`config.mk`:
```
export PLATFORM = sky130hd
export DESIGN_NAME = fsm_ctx_sched
export DESIGN_NICKNAME = d
export VERILOG_FILES = /design/src/rtl/fsm_ctx_sched.sv
export SDC_FILE = /design/constraint.sdc
export NUM_CORES = 1
export LEC_CHECK = 0
export ABC_AREA = 1
export CORE_ASPECT_RATIO = 0.9
export CORE_MARGIN = 2
export CORE_UTILIZATION = 45
export DETAILED_ROUTE_END_ITERATION = 6
export GPL_TIMING_DRIVEN = 0
export PLACE_DENSITY = 0.71
export RECOVER_POWER = 25
export SYNTH_ARGS = -nofsm -noshare
export SYNTH_HDL_FRONTEND = slang
export SYNTH_SLANG_ARGS = --single-unit
```
`constraint.sdc`:
```
create_clock -name clock -period 3.4 [get_ports clock]
set_clock_uncertainty 0.15 [all_clocks]
set_input_delay 0.68 -clock clock [delete_from_list [all_inputs] [get_ports clock]]
set_output_delay 0.68 -clock clock [all_outputs]
set_load 0.1 [all_outputs]
```
`src/rtl/fsm_ctx_sched.sv`:
```
// Round-robin scheduler that time-multiplexes one 3-state transition step
// across NCTX independent contexts, each with its own state and pending events.
module fsm_ctx_sched #(
  parameter int unsigned NCTX = 4,
  parameter int unsigned W    = 2,
  parameter int unsigned CW   = $clog2(NCTX)
) (
  input  logic              clock,
  input  logic              reset,
  input  logic [W-1:0]      c0,
  input  logic [W-1:0]      c1,
  input  logic [W-1:0]      c2,
  input  logic              en,
  input  logic              ev_valid,
  input  logic [CW-1:0]     ev_ctx,
  input  logic [1:0]        ev_sel,
  output logic              ev_ready,
  input  logic [NCTX-1:0]   ctx_rst,
  output logic              upd_valid,
  output logic [CW-1:0]     upd_ctx,
  output logic [W-1:0]      upd_state,
  output logic [NCTX*W-1:0] st_flat
);

  logic [W-1:0]  state    [NCTX];
  logic [2:0]    pend     [NCTX];
  logic [2:0]    pend_nxt [NCTX];
  logic [CW-1:0] rr;

  logic [2:0]    sel_mask;
  logic          accept;
  logic          gnt_vld;
  logic [CW-1:0] gnt;
  logic [CW-1:0] cand;
  logic [W-1:0]  s;
  logic [2:0]    i;
  logic [W-1:0]  m0;
  logic [W-1:0]  m1;
  logic [W-1:0]  m2;

  // One-hot of the requested event; the null event maps to no bit at all.
  always_comb begin
    sel_mask = 3'b000;
    case (ev_sel)
      2'd0:    sel_mask = 3'b001;
      2'd1:    sel_mask = 3'b010;
      2'd2:    sel_mask = 3'b100;
      default: sel_mask = 3'b000;
    endcase
  end

  assign ev_ready = ~|(pend[ev_ctx] & sel_mask);
  assign accept   = ev_valid & ev_ready;

  // Round-robin search starting just after the last granted context.
  always_comb begin
    gnt_vld = 1'b0;
    gnt     = '0;
    cand    = '0;
    for (int unsigned k = 1; k <= NCTX; k++) begin
      cand = rr + CW'(k);
      if (en && !gnt_vld && (|pend[cand]) && !ctx_rst[cand]) begin
        gnt_vld = 1'b1;
        gnt     = cand;
      end
    end
  end

  // Shared transition chain; later stages override earlier ones on duplicate codes.
  always_comb begin
    s  = state[gnt];
    i  = pend[gnt];
    m0 = ((s == c0) && i[0]) ? c1 : s;
    m1 = ((s == c1) && i[1]) ? c2 : m0;
    m2 = ((s == c2) && i[2]) ? c0 : m1;
  end

  // A new accept lands after the grant clear, so a same-edge event survives.
  always_comb begin
    for (int unsigned k = 0; k < NCTX; k++) begin
      pend_nxt[k] = pend[k];
      if (gnt_vld && (gnt == CW'(k))) begin
        pend_nxt[k] = 3'b000;
      end
      if (accept && (ev_ctx == CW'(k))) begin
        pend_nxt[k] = pend_nxt[k] | sel_mask;
      end
    end
  end

  always_ff @(posedge clock) begin
    if (reset) begin
      for (int unsigned k = 0; k < NCTX; k++) begin
        state[k] <= c0;
        pend[k]  <= 3'b000;
      end
      rr        <= CW'(NCTX - 1);
      upd_valid <= 1'b0;
      upd_ctx   <= '0;
      upd_state <= c0;
    end else begin
      for (int unsigned k = 0; k < NCTX; k++) begin
        if (ctx_rst[k]) begin
          state[k] <= c0;
          pend[k]  <= 3'b000;
        end else begin
          pend[k] <= pend_nxt[k];
          if (gnt_vld && (gnt == CW'(k))) begin
            state[k] <= m2;
          end
        end
      end
      upd_valid <= gnt_vld;
      if (gnt_vld) begin
        upd_ctx   <= gnt;
        upd_state <= m2;
        rr        <= gnt;
      end
    end
  end

  for (genvar k = 0; k < int'(NCTX); k++) begin : g_flat
    assign st_flat[k*W +: W] = state[k];
  end

endmodule

```
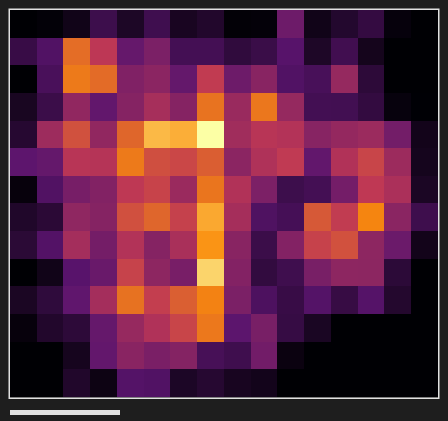
Figure 1: wire density map.
The bar under the picture is 20 um long. 16 x 14 tiles, from black (low) to pale yellow (high), scaled to the fullest tile. Values are wire area over tile area, all layers added.
mean over tiles: 0.17
tiles over half the peak: 17%
densest ninth of the die: center
emptiest ninth of the die: lower right
nearly empty tiles: 16%
drt total wl: 5.824 mm
Total Routing Usage GR: 22.38%
DR WL/cell: 12.97 um
total number of vias: 2279

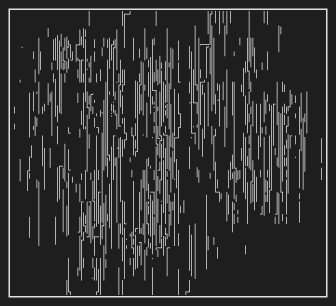
Figure 2: met2 routing.
nets with wire on the layer: 320
share of all routed wire: 49%
main direction: vertical
longest straight run: 27.5 um
wire length on this layer: 2830 um
routing usage on met2: 37.16%

## state kept, by name (all words and copies together) (netlist names), named ones only
register and flops:
pend 12, upd_ctx 2, upd_state 2, rr 2
state 8, upd_valid 1
## cell type report
type,count,area share (%)
timing repair buffer,34,12.15
buffer,4,0.9379
clock inverter,3,0.5806
multi-input combinational,256,45.20
inverter,53,7.191
tap,65,2.903
sequential,29,28.58
clock buffer,5,2.456
## what timing repair did
action | CTS | global route
gates resized | 5 | 15
hold buffers | 0 | 0
pin swaps | 0 | 2
setup buffers | 0 | 4
endpoints found under the setup margin | 1 | 11
## worst paths after layout
path              startpoint      endpoint  slack (ns)  cells past startpoint
setup / recovery   ev_ctx[1]      ev_ready        0.16                      6
hold / removal    upd_ctx[0]    upd_ctx[0]        0.32                      2
setup reg to reg  pend[3][2]  upd_state[1]        0.24                     21
hold reg to reg   upd_ctx[0]    upd_ctx[0]        0.32                      2
## worst min-delay path, cell delays in order, from the launching register on
cell and delay, ns:
dfxtp_1 0.31, nand2_1 0.06, a21oi_1 0.06
## synthesized netlist by cell type, drive strengths merged (2+ instances only)
master / number / area share, %
o31ai: 2 / 0.67
o32ai: 10 / 3.9
nand2: 129 / 24
dfxtp: 7 / 6.3
a221oi: 2 / 0.79
inv: 53 / 9.1
nand3: 41 / 9.4
buf: 3 / 1.0
o221ai: 2 / 0.79
nand4: 2 / 0.56
edfxtp: 22 / 30
nor2: 32 / 6.1
a21oi: 8 / 2.0
o21ai: 9 / 2.0
a22oi: 2 / 0.67
## where the power goes
part / switching, uW / total (uW) / leakage, uW / internal [uW]
sequential: 62.8 / 583 / 0.000285 / 520
combinational: 1560 / 2170 / 0.00103 / 612
clock: 143 / 285 / 0.0000482 / 141
total: 1760 / 3030 / 0.00136 / 1270
==> impl_metrics.csv <==
group,metric,value,unit
setup_path,crit_family,"buffers and inverters",
setup_path,cp.arrival,2.41,ns
timing,holdWs,0.3173,ns
setup_path,critical_path_buf_inv_count,2,
grt,busiest_layer,"met2",
yosys,netlist_instances,331,
placed_design,dpl.cell_count,437,
finish,lay_top_count,"nand2_1",
clock_tree,clk_latency,0.29,ns
timing,worst_pin_slew,0.9778,ns
yosys,ys_sh_simple,41.39,%
flow_run,warning_count,26,
floorplan,coreArea,4805,um^2
setup_path,crit_chain,"clkdlybuf4s50_1 -> nor2_1 -> a22oi_1 -> o221ai_1 -> a221oi_4 -> buf_4",
clock_tree,clk_path_buf_depth,2,
clock_tree,cts_made_buffers,5,
timing,setup_tns,0,ns
drt,viasPerCell,5.076,
setup_path,end_kind,"output pin",
placed_design,place_area,2665,um^2
yosys,aoi_share,11.47,%
power,p_per_area,1083,nW/um^2
grt,use_met1,30.58,%
yosys,yosysUniqueCellTypes,33,
power,vdd_drop_max,773.3,uV
yosys,syn_area,2225,um^2
flow_run,cap_violations,0,
finish,lay_top_cells,"nand2_1, inv_1, nand3_1",
finish,fill_cells,475,
drt,met3WireLength,283,um
grt,antenna_found_initial,0,
timing,slew_viol_final,0,
clock_tree,root_buffer,"clkbuf_8",
floorplan,ios,32,
clock_tree,clk_pin_slew,0.06,ns
timing,setup_ws,0.1604,ns
yosys,ys_sh_adder,0,%
timing,max_freq,308.7,MHz
placed_design,port-buffer-count,30,
drt,dr.pass1.iters,5,
yosys,synth-edff-count,22,
grt,overflow,0,
placed_design,dp.final_hpwl,4.557,mm
finish,nets,401,
timing,maxSlewHeadroom,34.61,%
yosys,synth_seq_share,36.00,%
grt,use_met3,3.316,%
outcome,status,"completed",
setup_path,slowest_stage,"clkdlybuf4s50_1",
clock_tree,h-tree-depth,2,
grt,grt_pass1_wl,9.777,mm
drt,highest_layer,"met4",
setup_path,cpPeakStageDelay,0.54,ns
setup_path,required,2.57,ns
floorplan,dieWidth,78.12,um
finish,fin_area,2801,um^2
drt,route.detailed.drc,0,
setup_path,critPathKind,"primary input to output pin",
setup_path,cp_max_fo,5,
placed_design,place.gp.congestion,0.8720,
finish,postLayoutCoreUtil,58.31,%
placed_design,place_ws,-0.6651,ns
floorplan,die_h,70.71,um
drt,ant_nets,0,
timing,min_period,3.240,ns
timing,finalHoldViolCount,0,
yosys,top_logic_kind,"simple AND/OR/NAND/NOR gates",
yosys,ys_cells,331,
timing,setup_violations,0,
drt,drt_iter0_drc,131,
power,p_leak,0.001359,uW
clock_tree,clock_sinks,29,
finish,seq_area,800.8,um^2
finish,comb_area,1266,um^2
hold_path,hp-class,"flop to flop",
grt,grt_pass1_vias,2027,
floorplan,rows,24,
floorplan,fp-utilization,46.30,%
yosys,yosysWarnings,0,
finish,n_antenna_cell,0,
Power and IR drop assume default switching activity.
